[src/rtl/mux_share_arbiter.sv]
// Round-robin arbiter for two requester groups sharing one 3-bit channel.
// Bounded tenure under contention, registered Moore grant/select outputs,
// and a registered data/valid stage for the granted group.
module mux_share_arbiter #(
    parameter int unsigned MAX_HOLD = 4
) (
    input  logic       clk,
    input  logic       reset,
    input  logic       reqA,
    input  logic       reqB,
    input  logic [2:0] dataA,
    input  logic [2:0] dataB,
    output logic       gntA,
    output logic       gntB,
    output logic       sel,
    output logic       out_valid,
    output logic [2:0] out_data
);

    typedef enum logic [1:0] {
        IDLE  = 2'd0,
        GNT_A = 2'd1,
        GNT_B = 2'd2
    } state_t;

    localparam logic [2:0] HOLD_MAX = 3'(MAX_HOLD);

    state_t     state;
    state_t     state_nxt;
    logic       last;       // 0 = A granted most recently, 1 = B
    logic [2:0] hold;
    logic [2:0] hold_nxt;
    logic       valid_nxt;
    logic [2:0] data_nxt;

    // Next-state and tenure-counter decision for the current grant owner
    always_comb begin
        state_nxt = state;
        hold_nxt  = hold;
        unique case (state)
            IDLE: begin
                if (reqA && reqB)
                    state_nxt = last ? GNT_A : GNT_B;
                else if (reqA)
                    state_nxt = GNT_A;
                else if (reqB)
                    state_nxt = GNT_B;
            end
            GNT_A: begin
                if (!reqA)
                    state_nxt = reqB ? GNT_B : IDLE;
                else if (hold == HOLD_MAX && reqB)
                    state_nxt = GNT_B;
                else if (hold != HOLD_MAX)
                    hold_nxt = hold + 3'd1;
            end
            GNT_B: begin
                if (!reqB)
                    state_nxt = reqA ? GNT_A : IDLE;
                else if (hold == HOLD_MAX && reqA)
                    state_nxt = GNT_A;
                else if (hold != HOLD_MAX)
                    hold_nxt = hold + 3'd1;
            end
            default: state_nxt = IDLE;
        endcase
    end

    // Data stage: valid only while the owner is still requesting, data zeroed otherwise
    always_comb begin
        valid_nxt = ((state == GNT_A) && reqA) || ((state == GNT_B) && reqB);
        data_nxt  = '0;
        if (valid_nxt)
            data_nxt = (state == GNT_A) ? dataA : dataB;
    end

    // State, arbitration history, registered grant decodes and output data
    always_ff @(posedge clk) begin
        if (reset) begin
            state     <= IDLE;
            last      <= 1'b1;
            hold      <= '0;
            gntA      <= 1'b0;
            gntB      <= 1'b0;
            sel       <= 1'b0;
            out_valid <= 1'b0;
            out_data  <= '0;
        end else begin
            state <= state_nxt;
            // Grant outputs are registered decodes of the next state so they
            // track the state register exactly, cycle for cycle.
            gntA  <= (state_nxt == GNT_A);
            gntB  <= (state_nxt == GNT_B);
            sel   <= (state_nxt == GNT_B);
            if (state_nxt != state && state_nxt != IDLE) begin
                hold <= 3'd1;
                last <= (state_nxt == GNT_B);
            end else begin
                hold <= hold_nxt;
            end
            out_valid <= valid_nxt;
            out_data  <= data_nxt;
        end
    end

endmodule

[config.mk]
export PLATFORM = sky130hd
export DESIGN_NAME = mux_share_arbiter
export DESIGN_NICKNAME = d
export VERILOG_FILES = /design/src/rtl/mux_share_arbiter.sv
export SDC_FILE = /design/constraint.sdc
export NUM_CORES = 1
export LEC_CHECK = 0
export CAP_MARGIN = 20
export CORE_MARGIN = 1
export CORE_UTILIZATION = 52
export DETAILED_ROUTE_END_ITERATION = 7
export PLACE_DENSITY = 0.82
export SETUP_SLACK_MARGIN = 0.15
export SKIP_LAST_GASP = 1
export SYNTH_ARGS = -nofsm -noshare
export SYNTH_HDL_FRONTEND = slang
export SYNTH_SLANG_ARGS = --single-unit
[constraint.sdc]
create_clock -name clk -period 5 [get_ports clk]
set_input_delay 1 -clock clk [delete_from_list [all_inputs] [get_ports clk]]
set_output_delay 1 -clock clk [all_outputs]
set_load 0.05 [all_outputs]
m1.png
Supply wires on this layer in grey.
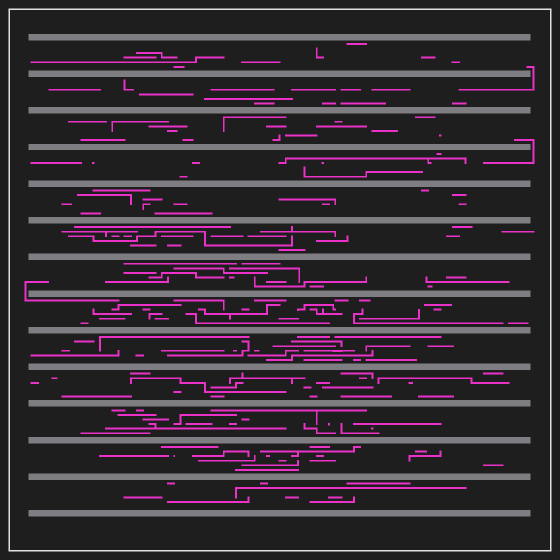
The wires run mostly horizontal. The longest straight run is 17.0 um. 96 nets have wire on it.

clock_nets.png
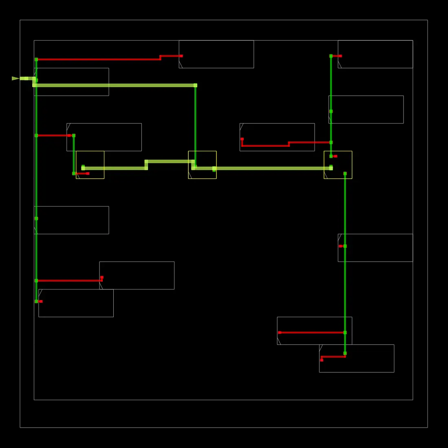
num sequential: 12
Clk. pwr: 0.0000565 W

floorplan.png
Pins as bars on the die edge.
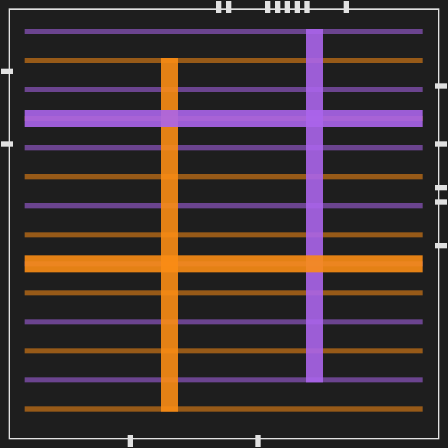
Key: VDD = purple; VSS = orange
2 straps on met5. 2 straps on met4. 17 signal pins sit on the boundary.

ff_map.png
Other sequential cells in the stronger grey, the rest of the logic in the fainter grey.
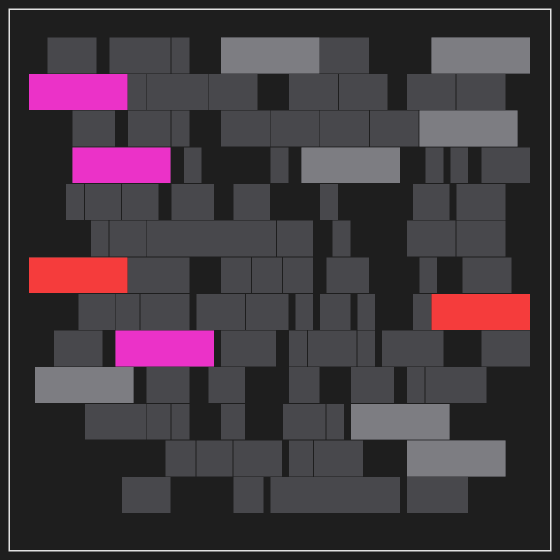
Key: `state` = red [sequential cells 2]; `hold` = magenta [sequential cells 3]
Another 7 sequential cells are not coloured.

gates.png
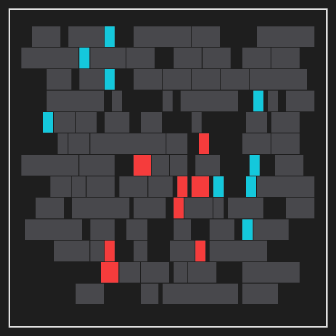
Key: inv cells = cyan [cells 9]; nand cells = red [cells 8]

==> flow_summary.ini <==
; physical design summary
[floorplanning]
pin_count = 17
nWellTaps = 15
die_area_mm2 = 0.00161
fp_util_pct = 57.3
fp.dieH_um = 40.1

[setup_path]
crit_fanout = 10
max_stage_delay_ns = 0.64
cp_cell_sequence = clkdlybuf4s50_1 > a21bo_1 > a22o_1 > a221oi_4 > o22ai_2 > a211oi_1
cp-endpoint = hold[2]
r2r_start = state[0]
worstSetupPathDepth = 6
cp-startpoint = reqA
critical_path_class = input pin to register
reg2reg_slack_ns = 2.82
r2r_end = last

[timing]
slew_headroom_pct = 67.1
report.final.slew_viol_count = 0
grt_setup_unrepaired = no
finalCritPeriodShare_pct = 54.2
period_needed_ns = 2.71
setup_ws_ns = 2.29
worst_slew_pin_slew_ns = 0.492

[yosys]
async_flop_share_pct = 0
common_cells = dfxtp_1 (12), inv_1 (9), ha_1 (6), nor2_1 (6), nand2_1 (5)
synthSimpleGateAreaFrac_pct = 10.9
synth-edff-count = 0
synthAdderAreaFrac_pct = 9.95
xor_area_share_pct = 2.32
ys_ff = 12
mux_share_pct = 5.31
synth_area_per_cell_um2 = 9.55
yosysCellCount = 79
top_cell = dfxtp_1

[detailed_routing]
firstDrtPassIters = 4
ant_nets = 0
wl_per_cell_um = 13.8
vias = 641
drcViolationCount = 0
finalWirelength_um = 1510
met2_length_um = 774
via_per_inst = 5.88
met1_length_um = 643

[global_routing]
grt_max_degree = 12
grt_use_total_pct = 22.1
antenna_found_initial = 0
grt.busiest_layer = met2
grt_pass1_vias = 546
grt_pass1_wl_um = 2310
gr-usage-met3_pct = 10.0

[job]
tool_warnings = 30
cap_violations = 0

[placed_design]
place_inst = 106
place_area_um2 = 905
portBuffers = 16
gp_congestion = 0.788

[cts]
postCtsSetupRepairBufs = 0
htree_levels = 1
cts_buffers = 3
clock.latency.late_pin_ns = 0.26
cts_root_buffer = clkbuf_4
cts-hold-fix-buffers = 0
post_cts_resize_count = 0
clockBufferDepth = 2

[final_layout]
comb_share_pct = 48.7
fill_cells = 104
nNonClkBuffers = 16
mostFrequentLayoutCell = clkdlybuf4s50_1
comb_cells = 54
clock_buffers = 3
flop_area_um2 = 240
fin_area_um2 = 927
buf_share_pct = 17.3
flow.area_growth_from_synthesis_pct = 22.9
n_all_inverters = 9
drive_gt1_share_pct = 7.45
seq_area_share_pct = 25.9
largestRegisters = hold: 3 flops, out_data: 3 flops, state: 2 flops
layoutNonFillerInstCount = 109
lay_top_cells = clkdlybuf4s50_1 (16), dfxtp_1 (12), inv_1 (9)

[pwr]
clock_power_share_pct = 15.8
peakVddDrop_uv = 217
p_leak_nw = 0.371
power_density_mw_per_mm2 = 387
p_switching_w = 0.000142
combPwrFrac_pct = 48.6
top_power_group = combinational cells
p_seq_w = 0.000128

[min_path]
holdPathStages = 1
hold_end = last

[status]
status = finished, final reports clean
No activity file was given, so power comes from the tool's default toggle rates.
